--- src/rtl/traffic_sim.sv ---
// Intersection environment model: turns the controller's lights into car sensors,
// keeps a saturating car queue per street and flags unsafe light combinations.
module traffic_sim #(
    parameter int unsigned TICK_DIV     = 100000000,
    parameter int unsigned DEPART_TICKS = 2,
    parameter int unsigned QW           = 4
) (
    input  logic          CLK_100M,
    input  logic          R,
    input  logic          ARR_A,
    input  logic          ARR_B,
    input  logic [2:0]    L_A,
    input  logic [2:0]    L_B,
    output logic          T_A,
    output logic          T_B,
    output logic [QW-1:0] Q_A,
    output logic [QW-1:0] Q_B,
    output logic          TICK,
    output logic          VIOL
);

    localparam int unsigned CW = (TICK_DIV > 1) ? $clog2(TICK_DIV) : 1;
    localparam int unsigned DW = (DEPART_TICKS > 1) ? $clog2(DEPART_TICKS) : 1;
    localparam logic [CW-1:0] TICK_LAST = CW'(TICK_DIV - 1);
    localparam logic [DW-1:0] DEP_LAST  = DW'(DEPART_TICKS - 1);
    localparam logic [QW-1:0] QMAX      = '1;

    function automatic logic one_hot3(input logic [2:0] l);
        return (l == 3'b001) || (l == 3'b010) || (l == 3'b100);
    endfunction

    logic [CW-1:0] cnt;
    logic [CW-1:0] cnt_next;
    logic          tick_next;
    logic [1:0]    arr_in;
    logic [1:0]    s1;
    logic [1:0]    s2;
    logic [1:0]    prev;
    logic [1:0]    arr;
    logic [1:0]    dec;
    logic [1:0]    green;
    logic [DW-1:0] dep    [2];
    logic [QW-1:0] q      [2];
    logic [QW-1:0] q_next [2];
    logic          bad;

    assign arr_in = {ARR_B, ARR_A};
    assign green  = {L_B == 3'b001, L_A == 3'b001};
    assign arr    = s2 & ~prev;
    assign Q_A    = q[0];
    assign Q_B    = q[1];

    // TICK is registered but aligned with the counter reaching its last value.
    always_comb begin
        cnt_next  = (cnt == TICK_LAST) ? '0 : cnt + CW'(1);
        tick_next = (cnt_next == TICK_LAST);
    end

    // A departure only fires on the tick that completes DEPART_TICKS green ticks.
    always_comb begin
        dec = '0;
        for (int i = 0; i < 2; i++) begin
            dec[i]    = green[i] & TICK & (dep[i] == DEP_LAST) & (q[i] != '0);
            q_next[i] = q[i];
            if (arr[i] & ~dec[i]) begin
                q_next[i] = (q[i] == QMAX) ? q[i] : q[i] + QW'(1);
            end else if (dec[i] & ~arr[i]) begin
                q_next[i] = q[i] - QW'(1);
            end
        end
    end

    assign bad = ~one_hot3(L_A) | ~one_hot3(L_B) | (~L_A[2] & ~L_B[2]);

    // Synchronizer and edge history preset high so a held switch is not an arrival.
    always_ff @(posedge CLK_100M or posedge R) begin
        if (R) begin
            cnt  <= '0;
            TICK <= 1'b0;
            s1   <= 2'b11;
            s2   <= 2'b11;
            prev <= 2'b11;
            for (int i = 0; i < 2; i++) begin
                dep[i] <= '0;
                q[i]   <= '0;
            end
            T_A  <= 1'b0;
            T_B  <= 1'b0;
            VIOL <= 1'b0;
        end else begin
            cnt  <= cnt_next;
            TICK <= tick_next;
            s1   <= arr_in;
            s2   <= s1;
            prev <= s2;
            for (int i = 0; i < 2; i++) begin
                if (!green[i]) begin
                    dep[i] <= '0;
                end else if (TICK) begin
                    dep[i] <= (dep[i] == DEP_LAST) ? '0 : dep[i] + DW'(1);
                end
                q[i] <= q_next[i];
            end
            T_A  <= (q_next[0] != '0);
            T_B  <= (q_next[1] != '0);
            VIOL <= VIOL | bad;
        end
    end

endmodule

--- config.mk ---
export PLATFORM = sky130hd
export DESIGN_NAME = traffic_sim
export DESIGN_NICKNAME = d
export VERILOG_FILES = /design/src/rtl/traffic_sim.sv
export SDC_FILE = /design/constraint.sdc
export NUM_CORES = 1
export LEC_CHECK = 0
export CORE_UTILIZATION = 47
export DETAILED_ROUTE_END_ITERATION = 12
export GPL_TIMING_DRIVEN = 0
export PLACE_DENSITY = 0.68
export SYNTH_ARGS = -nofsm -noshare
export SYNTH_HDL_FRONTEND = slang
export SYNTH_SLANG_ARGS = --single-unit
export TNS_END_PERCENT = 1
--- constraint.sdc ---
create_clock -name CLK_100M -period 6.9 [get_ports CLK_100M]
set_input_delay 1.035 -clock CLK_100M [delete_from_list [all_inputs] [get_ports CLK_100M]]
set_output_delay 1.035 -clock CLK_100M [all_outputs]
set_load 0.01 [all_outputs]
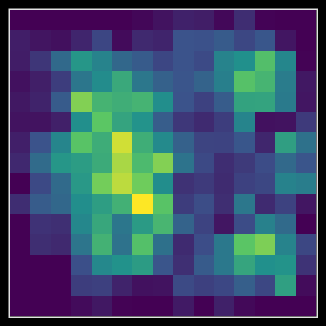
metal_density.png
Scale: 4 px per um. 15 x 15 tiles, from dark purple (low) to yellow (high), scaled to the fullest tile. Values are wire area over tile area, all layers added.
The fullest tile reaches 0.49. 20% of the tiles are over half the peak. 14% of the tiles are nearly empty.

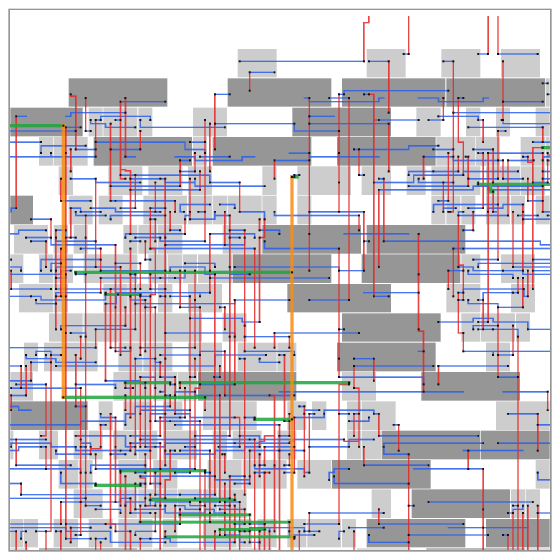
detail.png
Window x 13 to 63, y 27 to 77 um. Cells in gray, sequential cells in the stronger gray; small squares are vias.
Key: green = metal 3; orange = metal 4; red = metal 2; blue = metal 1
Most frequent: dfrtp_1 (22), nor2_1 (20), nand2_1 (14). Sequential cells in the window: 25. Netlist names of flops here include cnt (12), Q_A (4), dep (2). 161 logic cells have their middle in the window.

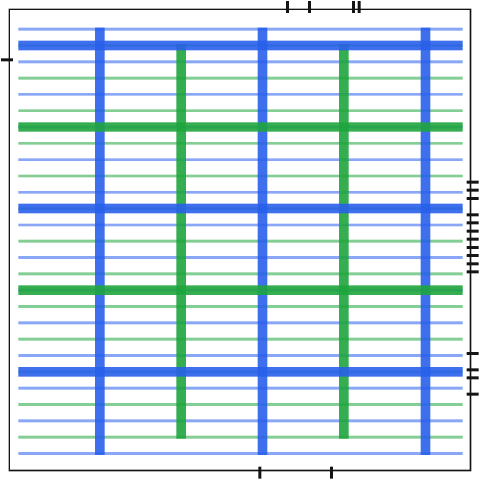
power_grid.png
Scale: 6 px per um. Pins as bars on the die edge.
Key: green = VDD; blue = VSS
5 straps on met4. 5 straps on met5. The core has 26 rows. 27 met1 rails follow the rows. 22 signal pins sit on the boundary.
overall die height: 76.6 um
worst vdd rail ir drop: 0.110 mV
die extent in x: 76.6 um

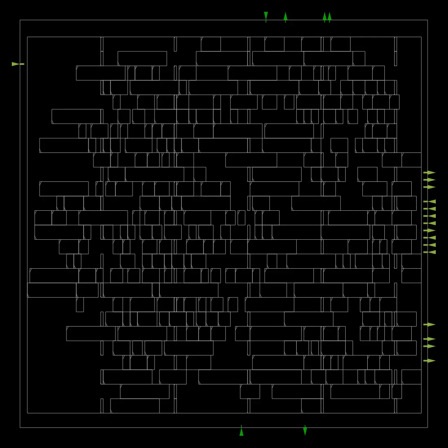
placement.png
Cell Count, Final, Fillers Out: 380
number of tap cells added at floorplan: 70
Fillers: 462
total number of placement rows: 26

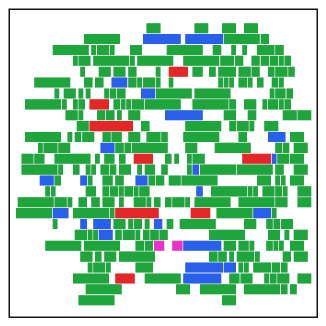
sizes.png
Scale: 4 px per um.
Key: blue = _2 cells [cells 23]; red = _6 and larger [cells 8]; green = _0 and _1 cells [cells 277]; magenta = _3 and _4 cells [cells 2]

==> commit_impl_results.txt <==
Store results of the implementation flow

- Maximum level of the CTS H-tree: 2
* Area of the die: 5870 um2
- For this run, design rule violations remaining after detail routing come to 0.
- Top routing layer in use: met4
- The layout report lists the multi-input gate area as 1350 um2.
- Vias per inst: 5.49
- Cell type contributing the most total cell area after synthesis: dfrtp_1
- Hold is met by 0.362 ns.
* Peak Freq: 302 MHz
- The number of global-route vias before repair was 1,990.
- Unrepaired setup endpoints after global routing: no
- On the worst path, the slowest cell contributes a delay of 0.54 ns.
- Along the worst hold path, the cell count comes to 0.
- Yosys reports that the most numerous cell types are dfrtp_1 (41), nor2_1 (37), nand2_1 (26), xnor2_1 (16), xor2_1 (15).
- The worst setup path is of the in -> reg kind.
- Insertion delay to the later sink of the worst-skew pair: around 0.3 ns
- More flip-flops sit in one register than any other, and that register is cnt.
- Clock Buffer Count: 6
* Worst path arrival time: 3.49 ns
* Area figure in the yosys stat output: 2620 um2
- The share of total power dissipated in the clock network is 0.308.
- Of the total power, the share spent switching nets is 0.286.
- Worst R2R End: cnt[15]
- Maximum number of buffers from clock root to sink: 2
- Per the layout area report, the sequential fraction of cell area is 0.386.
- The violation tally recorded at the end of detailed-routing iteration 0 is 114.
- Net switching power: between 0.2 and 0.25 mW
* Clock-pin slew reported for the worst setup and hold paths after clock tree synthesis: ~0.09 ns
* Sequential cell area: roughly 1200 um2
* Final core occ: 0.586
- Setup ws final: 3.59 ns
* Dominant logic cell types in the final layout: dfrtp_1 (41), nor2_1 (37), nand2_1 (26)
* Metal3 WL: 225 um
- Per the post-route antenna check, the number of violating nets is 0.
- Summing over the stages, the warning tally comes to 28.
* Clock period minus final worst setup slack: 3.31 ns
* Antenna fix cells: 0
- Global-route usage over all layers: 0.194
* Max reg flops: 27
- Looking at the gate-level netlist, the highest instance count belongs to dfrtp_1.
- Clock skew after layout: between 0.006 and 0.007 ns
* Wire length of the first global-routing pass: around 9000 um
- The number of cells reported by Yosys stat comes to 280.
- The buffer_ports step reported a buffer count of 21.
- Setup repair bufs after CTS: 0
- Clk Tree Root Cell: clkbuf_8
- Detailed-route via count: 2,085
- Of the post-synthesis cell area, the dominant cell type holds 0.392.
- Synthesized area per cell: between 9 and 10 um2
- The global routing report lists met1 layer usage as 0.272.
* TritonCTS clock tree: yes
* Multi-input gate share of the layout cell area: 0.439
- In the final report, the number of pins over their slew limit comes to 0.
- The post-synth register bit count is ~47.
* Number of distinct library cells after synthesis: around 56
- Overall overflow remaining after global route: 0
- The worst setup path is launched from an input pin.
- In this run the standard cell core region covers 5240 um2.
* Run status: finished, final reports clean
==> cell families after synthesis <==
family,synth area share
buffers and inverters,0.0335
and+or+nand+nor,0.294
DFF,0.452
xor gates and xnor gates,0.104
AOI/OAI and AO/OA,0.0889
adders and majority gates,0.0239
muxes,0.00382
==> power groups by stage <==
stage / clock [mW] / combinational (mW) / sequential [mW]
CTS: 0.243 / 0.192 / 0.340
global placement: 0 / 0.187 / 0.343
detailed placement: 0 / 0.191 / 0.345
floorplan: 0 / 0.101 / 0.349
finish: 0.237 / 0.191 / 0.340
global route: 0.254 / 0.212 / 0.346
Power is estimated from default activity; no workload was simulated.
